`src/rtl/module_keypad_scanner_pkg.sv`:
```
// Shared types and key map for the 4x4 keypad scanner.
// KEYMAP is indexed [row][column].
package pkg_teclado;

   typedef enum logic [1:0] {
      IDLE,
      SCAN,
      DEBOUNCE,
      HELD
   } scan_state_t;

   localparam logic [3:0] KEY_A = 4'd10;
   localparam logic [3:0] KEY_B = 4'd11;

   localparam logic [3:0] KEYMAP [4][4] = '{
      '{4'd1,  4'd2, 4'd3,  KEY_A},
      '{4'd4,  4'd5, 4'd6,  KEY_B},
      '{4'd7,  4'd8, 4'd9,  4'd12},
      '{4'd14, 4'd0, 4'd15, 4'd13}
   };

endpackage

```
`src/rtl/module_keypad_scanner_sync2.sv`:
```
// Two-flop synchronizer for the asynchronous keypad row pins.
// The reset value matches the idle (pulled-up) pin level.
module module_sync2 #(
   parameter int              W       = 4,
   parameter logic [W-1:0]    RST_VAL = '1
) (
   input  logic         clk,
   input  logic         rst,
   input  logic [W-1:0] d,
   output logic [W-1:0] q
);

   logic [W-1:0] r_s1;
   logic [W-1:0] r_s2;

   always_ff @(posedge clk or negedge rst) begin
      if (!rst) begin
         r_s1 <= RST_VAL;
         r_s2 <= RST_VAL;
      end else begin
         r_s1 <= d;
         r_s2 <= r_s1;
      end
   end

   assign q = r_s2;

endmodule

```
`src/rtl/module_keypad_scanner.sv`:
```
// 4x4 keypad scan controller: column drive, row sampling,
// press/release debounce and one key_valid pulse per press.
module module_keypad_scanner
   import pkg_teclado::*;
#(
   parameter int SCAN_DIV     = 4,
   parameter int DEBOUNCE_CNT = 3
) (
   input  logic       clk,
   input  logic       rst,
   input  logic       scan_en,
   input  logic [3:0] row,
   output logic [3:0] column,
   output logic [3:0] key_code,
   output logic       key_valid,
   output logic       key_held
);

   localparam int DW = $clog2(SCAN_DIV);
   localparam int CW = $clog2(DEBOUNCE_CNT + 1);
   localparam logic [DW-1:0] DIV_LAST = DW'(SCAN_DIV - 1);
   localparam logic [CW-1:0] CNT_LAST = CW'(DEBOUNCE_CNT);
   localparam logic [CW-1:0] CNT_ONE  = CW'(1);
   localparam bit            ACC_NOW  = (DEBOUNCE_CNT == 1);

   scan_state_t     r_state;
   logic [1:0]      r_idx;
   logic [1:0]      r_r;
   logic [3:0]      r_pat;
   logic [DW-1:0]   r_div;
   logic [CW-1:0]   r_cnt;
   logic [3:0]      r_code;
   logic            r_valid;

   logic [3:0]      w_row_s;
   logic [3:0]      w_low;
   logic            w_one;
   logic            w_tick;
   logic [1:0]      w_ridx;
   logic [1:0]      w_kr;
   logic [3:0]      w_code;
   logic [CW-1:0]   w_cnt_inc;

   module_sync2 #(
      .W       (4),
      .RST_VAL (4'hF)
   ) u_sync (
      .clk (clk),
      .rst (rst),
      .d   (row),
      .q   (w_row_s)
   );

   assign w_low     = ~w_row_s;
   assign w_one     = (w_low != 4'h0) && ((w_low & (w_low - 4'h1)) == 4'h0);
   assign w_tick    = (r_div == DIV_LAST);
   assign w_cnt_inc = r_cnt + 1'b1;

   always_comb begin
      w_ridx = 2'd0;
      for (int i = 3; i >= 0; i--) begin
         if (w_low[i]) w_ridx = 2'(i);
      end
   end

   // Immediate acceptance (DEBOUNCE_CNT==1) decodes the live row index.
   assign w_kr   = (r_state == SCAN) ? w_ridx : r_r;
   assign w_code = KEYMAP[w_kr][r_idx];

   always_ff @(posedge clk or negedge rst) begin
      if (!rst) begin
         r_state <= IDLE;
         r_idx   <= 2'd0;
         r_r     <= 2'd0;
         r_pat   <= 4'hF;
         r_div   <= '0;
         r_cnt   <= '0;
         r_code  <= 4'h0;
         r_valid <= 1'b0;
      end else begin
         r_valid <= 1'b0;
         if (!scan_en) begin
            r_state <= IDLE;
            r_idx   <= 2'd0;
            r_div   <= '0;
            r_cnt   <= '0;
         end else if (r_state == IDLE) begin
            r_state <= SCAN;
            r_idx   <= 2'd0;
            r_div   <= '0;
            r_cnt   <= '0;
         end else begin
            r_div <= w_tick ? '0 : r_div + 1'b1;
            if (w_tick) begin
               unique case (r_state)
                  SCAN: begin
                     if (w_one) begin
                        r_pat <= w_row_s;
                        r_r   <= w_ridx;
                        if (ACC_NOW) begin
                           r_valid <= 1'b1;
                           r_code  <= w_code;
                           r_state <= HELD;
                           r_cnt   <= '0;
                        end else begin
                           r_state <= DEBOUNCE;
                           r_cnt   <= CNT_ONE;
                        end
                     end else begin
                        r_idx <= r_idx + 1'b1;
                     end
                  end
                  DEBOUNCE: begin
                     if (w_row_s == r_pat) begin
                        if (w_cnt_inc == CNT_LAST) begin
                           r_valid <= 1'b1;
                           r_code  <= w_code;
                           r_state <= HELD;
                           r_cnt   <= '0;
                        end else begin
                           r_cnt <= w_cnt_inc;
                        end
                     end else begin
                        r_state <= SCAN;
                        r_idx   <= r_idx + 1'b1;
                        r_cnt   <= '0;
                     end
                  end
                  HELD: begin
                     if (w_row_s == 4'hF) begin
                        if (w_cnt_inc == CNT_LAST) begin
                           r_state <= SCAN;
                           r_idx   <= r_idx + 1'b1;
                           r_cnt   <= '0;
                        end else begin
                           r_cnt <= w_cnt_inc;
                        end
                     end else begin
                        r_cnt <= '0;
                     end
                  end
                  default: r_state <= IDLE;
               endcase
            end
         end
      end
   end

   assign column    = (r_state == IDLE) ? 4'hF : ~(4'b0001 << r_idx);
   assign key_code  = r_code;
   assign key_valid = r_valid;
   assign key_held  = (r_state == HELD);

endmodule

```
`config.mk`:
```
export PLATFORM = sky130hd
export DESIGN_NAME = module_keypad_scanner
export DESIGN_NICKNAME = d
export VERILOG_FILES = /design/src/rtl/module_keypad_scanner_pkg.sv /design/src/rtl/module_keypad_scanner_sync2.sv /design/src/rtl/module_keypad_scanner.sv
export SDC_FILE = /design/constraint.sdc
export NUM_CORES = 1
export LEC_CHECK = 0
export CORE_MARGIN = 3
export CORE_UTILIZATION = 55
export CTS_CLUSTER_DIAMETER = 200
export DETAILED_ROUTE_END_ITERATION = 10
export PLACE_DENSITY = 0.78
export SYNTH_ARGS = -nofsm -noshare
export SYNTH_HDL_FRONTEND = slang
export SYNTH_SLANG_ARGS = --single-unit
```
`constraint.sdc`:
```
create_clock -name clk -period 2.5 [get_ports clk]
set_input_delay 0.5 -clock clk [delete_from_list [all_inputs] [get_ports clk]]
set_output_delay 0.5 -clock clk [all_outputs]
set_load 0.05 [all_outputs]
```
Run 1, placement density heat map:
Drawn at 6 px/um. The die is cut into 12 by 12 equal tiles; black is low, pale yellow is high, 0 to 100% covered.
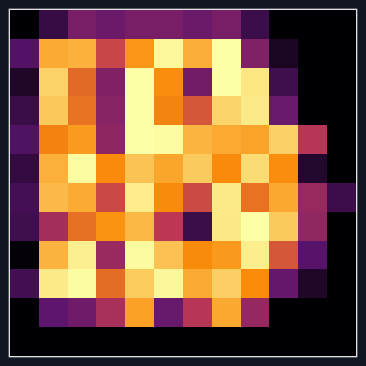
densest ninth of the die: middle
nearly empty tiles: 22%
emptiest ninth of the die: top right
fullest tile: 100%
tiles over 75% full: 37%
mean over tiles: 49%
core area: 0.002500 mm2
share of the core filled with cells: 0.6627
Initial Util: 0.5871

Run 1, floorplan with the power grid:
Drawn at 6 px/um. Pins as bars on the die edge.
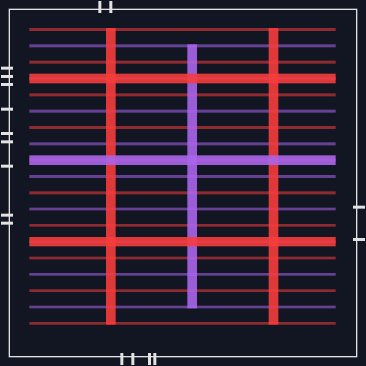
| colour | net |
|---|---|
| red | VSS |
| purple | VDD |
rows: 18
signal pins: 17
met5 straps: 3
vertical extent of the die: 57.66 um
largest vdd supply drop: 518.2 uV
die x size: 57.66 um

Run 1, M2 wires:
Drawn at 6 px/um.
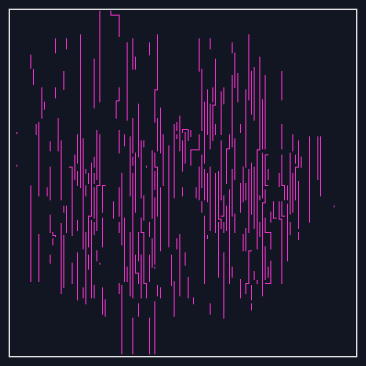
wire length on this layer: 1320 um
share of all routed wire: 49%
nets with wire on the layer: 138
longest straight run: 25.5 um
main direction: vertical
total vias in the final route: 1053
Routed WL: 2.678 mm
met2 demand-to-capacity share in global routing: 0.3081

==> notes.org, run 1 <==
* Implementation run

** Final layout
- Compared with the post-synthesis result, the final layout area differs by 12.87%.
- By instance count after routing, the leading logic cell types are sky130_fd_sc_hd__nand2_1 (20), sky130_fd_sc_hd__dfrtp_1 (15), sky130_fd_sc_hd__clkdlybuf4s50_1 (12), sky130_fd_sc_hd__dfstp_2 (12), sky130_fd_sc_hd__buf_4 (6).
- According to the finish report, the design has a final net count of 166.
- The area taken by multi-input combinational cells is reported as 711.9 um2.
- Most frequent standard cell in the layout excluding fill and tap cells :: sky130_fd_sc_hd__nand2_1

** Drt
- DRC violation count after routing :: 0
- Antenna-violating nets left :: 0
- Wire per inst :: 14.63 um

** Placement
- According to the dpl log, the detail-placed design has an HPWL of 2.015 mm.
- The buffer_ports step reported a buffer count of 16.

** Floorplan
- Ports placed on the boundary :: 17
- In this run the core area contains 18 standard-cell rows.

** Clocking
- CTS Hold Bufs :: 0
- The clock passes through at most 2 buffers.
- On the worst setup and hold paths after CTS, the clock-pin slew comes to 150 ps.
- CTS sink cnt :: 27
- In this run the clock root is driven by a sky130_fd_sc_hd__clkbuf_4.
- # resized after CTS :: 0
- Per the repair_timing log after CTS, setup buffers inserted total 0.
- TritonCTS built the clock tree.

** Synthesis
- After synthesis, the design contains 138 cells according to Yosys.
- Proportion of synthesized flip-flops having asynchronous set or reset :: 1.000
- Post-synthesis, Yosys gives the total cell area as 0.001468 mm2.
- Synth flops :: 27
- The most used flip-flop cell after synthesis is sky130_fd_sc_hd__dfrtp_1.
- Of all cell types, the one taking the most synthesized area is sky130_fd_sc_hd__dfrtp_1.
- Syn Std Cell Area :: 0.001468 mm2
- Synthesis instantiated 49 different standard cells from the library.
- Net count after synthesis :: 150
- The synthesized design contains 0 enable-type register cells.
- Synth warn :: 0

** Hold path
- Kind of path behind the tightest hold check :: reg -> reg

** STA
- Per the final report, max-transition violations number 0.
- Transition at the pin with the smallest max-transition slack :: 493.9 ps
- Setup repair after global routing left no endpoint under its margin.
- Hold is met by 367.5 ps.
- Share of the clock period used by the worst path after layout :: 0.9498
- The final timing report derives a shortest allowable period of 2374 ps.
- Post-Route Setup TNS :: 0 ps
- Worst rel slew slack :: 0.6613
- Clock tree skew after final layout :: 4.980 ps
- Timing would allow up to 421.2 MHz.

** Critical path
- Data arrives at the worst endpoint at 1870 ps.
- STA classifies the critical path endpoint as a primary output.
- Setup slack on the worst flop-to-flop path :: 630 ps
- Data required time at the worst endpoint :: 2000 ps
- Per the post-run analysis, buffers plus inverters along the critical path come to 2.
- The worst setup path is of the reg -> out kind.
- Startpoint Class :: flip-flop
- The critical path goes through inv_1 -> nor2_1 -> clkdlybuf4s50_1.
- The largest individual stage delay along the critical path comes from the cell sky130_fd_sc_hd__clkdlybuf4s50_1.

** Flow run
- Stage-log warning count :: 29
- Total of max-cap violations :: 0

** Power and ir drop
- In this run the power density over the cells is 740.9 mW/mm2.
- Leakage power summed over all cells :: 0.7065 nW

** Run status
- Outcome :: complete, no violations

** GRT
- The initial antenna violation count was 0.
- The via count of the first global-routing pass is 1092.
- First-pass GRT wire length :: 4.823 mm
- For this run, the total global-route usage over all layers was measured as 0.1844.
- Per the GRT congestion report, total overflow comes to 0.
-- run 1: per-layer routing --
metal / up-vias / GRT usage / share of wire
met5: - / 0 / 0
met4: 0 / 0.05960 / 0.011
met3: 4 / 0.03341 / 0.044
met2: 22 / 0.3081 / 0.49
met1: 511 / 0.2434 / 0.45
li1: 516 / - / -
-- run 1: synth_stat cells, types with 3 or more instances --
library cell / n
sky130_fd_sc_hd__a21boi_0: 3
sky130_fd_sc_hd__clkbuf_1: 3
sky130_fd_sc_hd__mux2_2: 5
sky130_fd_sc_hd__inv_1: 4
sky130_fd_sc_hd__xor2_1: 4
sky130_fd_sc_hd__dfstp_2: 12
sky130_fd_sc_hd__ha_1: 5
sky130_fd_sc_hd__mux2i_1: 3
sky130_fd_sc_hd__o31ai_1: 3
sky130_fd_sc_hd__dfrtp_1: 15
sky130_fd_sc_hd__a21oi_1: 3
sky130_fd_sc_hd__nor2_1: 5
sky130_fd_sc_hd__nand3_1: 4
sky130_fd_sc_hd__nor3_1: 5
sky130_fd_sc_hd__o21ai_0: 3
sky130_fd_sc_hd__o21a_1: 4
sky130_fd_sc_hd__nand2_1: 20
-- run 1: power by group --
group          switching, mW  internal [mW]  total [mW]  leakage (nW)
logic                  0.296          0.178       0.474         0.357
clock network          0.130         0.0624       0.192        0.0183
registers             0.0734          0.487       0.561         0.332
total                  0.500          0.727        1.23         0.707
-- run 1: flip-flops by register name, indices dropped and copies added (netlist names) --
| signal | cells |
|---|---|
| r_div | 2 |
| r_cnt | 2 |
| u_sync.q | 4 |
| key_code | 4 |
| r_idx | 2 |
| r_state | 2 |
| r_pat | 4 |
| r_r | 2 |
| key_valid | 1 |
| u_sync.r_s1 | 4 |
-- run 1: cell families after synthesis --
logic type / synth area share
AOI/OAI and AO/OA: 0.1466
xor gates and xnor gates: 0.02984
buffers and inverters: 0.04432
adders and majority gates: 0.04945
and+or+nand+nor: 0.1927
DFF: 0.4706
muxes: 0.06649
-- run 1: path summary, 6_finish.rpt --
kind / cells after the start / endpoint / start
worst min-delay path: 0 / u_sync.q[0]$_DFF_PN1_ / u_sync.r_s1[0]$_DFF_PN1_
max in group asynchronous: 2 / r_pat[2]$_DFFE_PN1P_ / rst
min in group asynchronous: 2 / key_valid$_DFF_PN0_ / rst
worst max-delay path: 3 / key_held / r_state[1]$_DFFE_PN0P_
worst min register to register: 0 / u_sync.q[0]$_DFF_PN1_ / u_sync.r_s1[0]$_DFF_PN1_
worst max register to register: 5 / r_r[1]$_DFFE_PN0P_ / u_sync.q[2]$_DFF_PN1_
-- run 1: layout make-up --
class                           count  area share
Inverter                            6     0.01360
Sequential cell                    27      0.4169
Tap cell                           30     0.02266
Multi-Input combinational cell     98      0.4298
Clock buffer                        3     0.01360
Timing Repair Buffer               18     0.09970
Clock inverter                      1    0.003776
-- run 1: per-stage QoR --
stage / setup slack [ps] / total power [mW] / area, um2 / cells
floorplan: 749.4 / 0.9243 / 1468 / 138
global placement: 535.7 / 1.021 / 1628 / 179
detailed placement: 513.3 / 1.045 / 1628 / 179
CTS: 133.1 / 1.237 / 1657 / 183
global route: 36.45 / 1.314 / 1657 / 183
finish: 125.6 / 1.227 / 1657 / 183
--- run 2 (diff from run 1) ---
--- a/config.mk
+++ b/config.mk
@@ -7,7 +7,6 @@
 export LEC_CHECK = 0
 export CORE_MARGIN = 3
 export CORE_UTILIZATION = 55
-export CTS_CLUSTER_DIAMETER = 200
 export DETAILED_ROUTE_END_ITERATION = 10
 export PLACE_DENSITY = 0.78
 export SYNTH_ARGS = -nofsm -noshare
Run 2, M2 wires:
Drawn at 6 px/um.
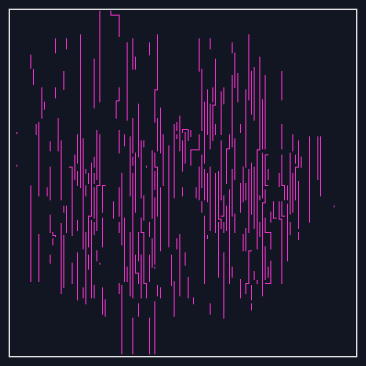
main direction: vertical
share of all routed wire: 49%
longest straight run: 25.5 um

Run 2, clock wires, drivers and flops:
Drawn at 4 px/um.
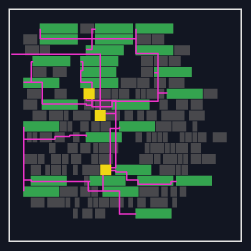
[green] flip-flops | count: 27
[magenta] clock wires | length: 301 um
[yellow] clock-net drivers | count: 3
routed clock nets: 4

==> run 2 against run 1 <==
Compared with the run above: critical path depth did not move; register-to-register slack about the same; count of clock-buffer cells in the layout unchanged; die area did not move; via count did not move; global-route usage unchanged; non-clock buffer count is the same; worst hold slack unchanged; design area unchanged; critical endpoint unchanged; largest power group unchanged.
==> notes.org, run 2 <==
* Implementation run

** STA
- Per the finish-stage timing summary, setup violations number 0.
- Final hold analysis gives a worst-case slack of 367.5 ps.
- Post-route period utilization is reported as 0.9498.
- In this build the clock could be raised as far as 421.2 MHz.
- Clock tree skew after final layout :: 4.980 ps
- Setup repair after global routing left no endpoint under its margin.
- Final hold vios :: 0
- In this run the tightest slew margin relative to its limit is 0.6613.
- Transition at the pin with the smallest max-transition slack :: 493.9 ps
- In the final report, the number of pins over their slew limit comes to 0.
- Post-Route Setup TNS :: 0 ps
- The clock period could shrink to 2374 ps.

** Synthesis
- Syn Std Cell Area :: 0.001468 mm2
- Yosys mapped a number of flops with a built-in enable equal to 0.
- The share of synthesized area in the top cell type comes to 0.2558.
- Post-synthesis area per instance :: 10.64 um2
- Per the post-synthesis report, the nets total 150.
- Post-Synthesis Cells :: 138
- Most frequently used flop master after synthesis :: sky130_fd_sc_hd__dfrtp_1
- Library cell occupying the most area in the post-synthesis netlist :: sky130_fd_sc_hd__dfrtp_1
- For reference, the top cells by count after synthesis are sky130_fd_sc_hd__nand2_1 (20), sky130_fd_sc_hd__dfrtp_1 (15), sky130_fd_sc_hd__dfstp_2 (12).
- Synth flops :: 27
- Per Yosys stat, the portion of area used by sequential elements is 0.4706.
- Post-synthesis cell type count :: 49
- Ranked by total cell area, the synthesized netlist is headed by sky130_fd_sc_hd__dfrtp_1 (26%), sky130_fd_sc_hd__dfstp_2 (21%), sky130_fd_sc_hd__nand2_1 (5.1%), sky130_fd_sc_hd__ha_1 (4.3%), sky130_fd_sc_hd__mux2_2 (3.8%).
- The Yosys step of the flow raised 0 warnings.
- Post-synthesis, Yosys gives the total cell area as 0.001468 mm2.
- sky130_fd_sc_hd__nand2_1 is the most common cell in the netlist.
- In the synthesized netlist the async set-or-reset flop fraction comes to 1.000.
- Total cells reported by yosys after synthesis :: 138

** Final layout
- Most frequent standard cell in the layout excluding fill and tap cells :: sky130_fd_sc_hd__nand2_1
- In the final design database the tool counted 166 nets.
- In this run the layout overhead on the synthesized area is reported as 12.87%.
- Per the cell usage report, the commonest logic cells after layout are sky130_fd_sc_hd__nand2_1 (20), sky130_fd_sc_hd__dfrtp_1 (15), sky130_fd_sc_hd__clkdlybuf4s50_1 (12), sky130_fd_sc_hd__dfstp_2 (12), sky130_fd_sc_hd__buf_4 (6).
- Of the cells placed in the final design, the portion with a size suffix greater than 1 is 0.2418.
- The number of antenna diodes in the final layout is 0.
- The layout has 188 filler cells.

** Floorplan
- Initial Util :: 0.5871
- The floorplan step set the die width to 57.66 um.
- The core region is 0.002500 mm2.
- Number of core rows :: 18
- From bottom edge to top edge, the die measures 57.66 um.
- Total die size :: 0.003324 mm2
- Ports placed on the boundary :: 17

** Clocking
- Post-CTS repair ended up resizing 0 cells.
- Postcts setup bufs :: 0
- CTS sink cnt :: 27
- Clock input transition at the sequential cells of the worst setup and hold paths :: 150 ps
- Counting the buffers created by CTS gives 3.
- CTS tree :: done
- Number of H-tree levels :: 1
- Counting along the longest clock path gives a buffer depth of 2.
- Clock latency reported for the late side of the worst-skew pair :: 320 ps
- Clock Tree Root :: sky130_fd_sc_hd__clkbuf_4
- CTS Hold Bufs :: 0

** Critical path
- Startpoint Class :: flip-flop
- According to the timing report, the arrival time at the worst endpoint equals 1870 ps.
- Crit Path Max Fanout :: 8
- Data required time at the worst endpoint :: 2000 ps
- The critical path is of the reg -> out type.
- Kind of end point of the critical path :: primary output

** GRT
- Summed over all layers, the global routing overflow is 0.
- The first global-routing pass estimated 4.823 mm of wire.
- Largest net degree at the start of global routing :: 28
- Via count of the first global-routing pass :: 1092
- The global routing report lists combined usage of all routing layers as 0.1844.
- The initial antenna violation count is 0.

** Drt
- Number of optimization iterations in the first detailed-route pass :: 4
- For this run, the detailed router reports a per-instance via density of 5.754.
- Total vias in the final route :: 1053
- The routed design has 2.678 mm of wire.
- Once detail routing completed, the nets flagged for antenna violations numbered 0.
- DRC violation count after routing :: 0
- Wire per inst :: 14.63 um
- Once iteration 0 of detailed routing completed, the report listed 24 DRC markers.

** Run status
- The flow ran to the end, and the final reports show no timing, DRC or antenna violations.

** Placement
- Placer's final routability congestion estimate :: 0.9006
- For this run the detailed placement stage logged an HPWL of 2.015 mm.
- Input/output buffers :: 16

** Power and ir drop
- Largest vdd supply drop :: 518.2 uV
- The power report puts the leakage power at 0.7065 nW.
- Power per unit of standard cell area :: 740.9 mW/mm2

** Flow run
- The number of warnings reported in the stage logs is 29.
- Total of max-cap violations :: 0

** Hold path
- Kind of path behind the tightest hold check :: reg -> reg
Run 2, floorplan with the power grid:
Drawn at 6 px/um. Pins as bars on the die edge.
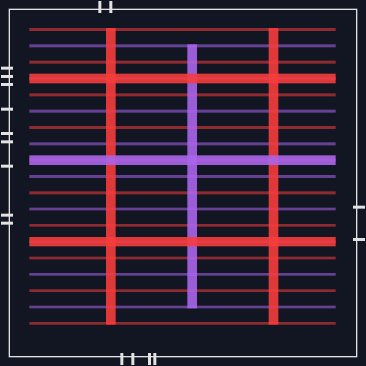

run 2: cell counts after synthesis:
No cell type changed its count.
run 2: cell families (layout without fill, tap and decap cells):
group,Yosys count,count (layout),share of synthesized area
AOI/OAI and AO/OA,27,27,0.1466
adders and majority gates,6,6,0.04945
xor gates and xnor gates,5,5,0.02984
buffers and inverters,13,28,0.04432
and+or+nand+nor,51,51,0.1927
DFF,27,27,0.4706
muxes,9,9,0.06649
run 2: where the power goes:
part / switching [mW] / internal, mW / total, mW / leakage [nW]
combinational: 0.296 / 0.178 / 0.474 / 0.357
sequential: 0.0734 / 0.487 / 0.561 / 0.332
clock: 0.130 / 0.0624 / 0.192 / 0.0183
run 2: path summary, 6_finish.rpt:
path	start	end	slack, ps	cells past startpoint
worst min register to register	u_sync.r_s1[0]$_DFF_PN1_	u_sync.q[0]$_DFF_PN1_	370	0
worst min-delay path	u_sync.r_s1[0]$_DFF_PN1_	u_sync.q[0]$_DFF_PN1_	370	0
worst max register to register	u_sync.q[2]$_DFF_PN1_	r_r[1]$_DFFE_PN0P_	630	5
min in group asynchronous	rst	key_valid$_DFF_PN0_	510	2
max in group asynchronous	rst	r_pat[2]$_DFFE_PN1P_	1690	2
worst max-delay path	r_state[1]$_DFFE_PN0P_	key_held	130	3
run 2: final cells by class:
cell class | instances | area (um2) | share of cell area
Clock buffer | 3 | 22.52 | 0.01360
Clock inverter | 1 | 6.256 | 0.003776
Inverter | 6 | 22.52 | 0.01360
Multi-Input combinational cell | 98 | 711.9 | 0.4298
Sequential cell | 27 | 690.7 | 0.4169
Tap cell | 30 | 37.54 | 0.02266
Timing Repair Buffer | 18 | 165.2 | 0.09970
run 2: layer usage:
| layer | GRT usage | up-vias | part of all wire |
|---|---|---|---|
| li1 | - | 516 | - |
| met1 | 0.2434 | 511 | 0.45 |
| met2 | 0.3081 | 22 | 0.49 |
| met3 | 0.03341 | 4 | 0.044 |
| met4 | 0.05960 | 0 | 0.011 |
| met5 | 0 | - | 0 |
run 2: critical path: stages, from the launching register on:
cell	delay [ps]
sky130_fd_sc_hd__dfrtp_1	500
sky130_fd_sc_hd__inv_1	140
sky130_fd_sc_hd__nor2_1	110
sky130_fd_sc_hd__clkdlybuf4s50_1	800
run 2: per-stage QoR:
step	std cells	worst slack (ps)	instance area [um2]	utilization	power, mW
CTS	183	133.1	1657	0.6627	1.237
floorplan	138	749.4	1468	-	0.9243
finish	183	125.6	1657	0.6627	1.227
global placement	179	535.7	1628	0.6512	1.021
global route	183	36.45	1657	0.6627	1.314
detailed placement	179	513.3	1628	0.6512	1.045
Power figures rest on the tool's default switching activity, not on a simulated workload.
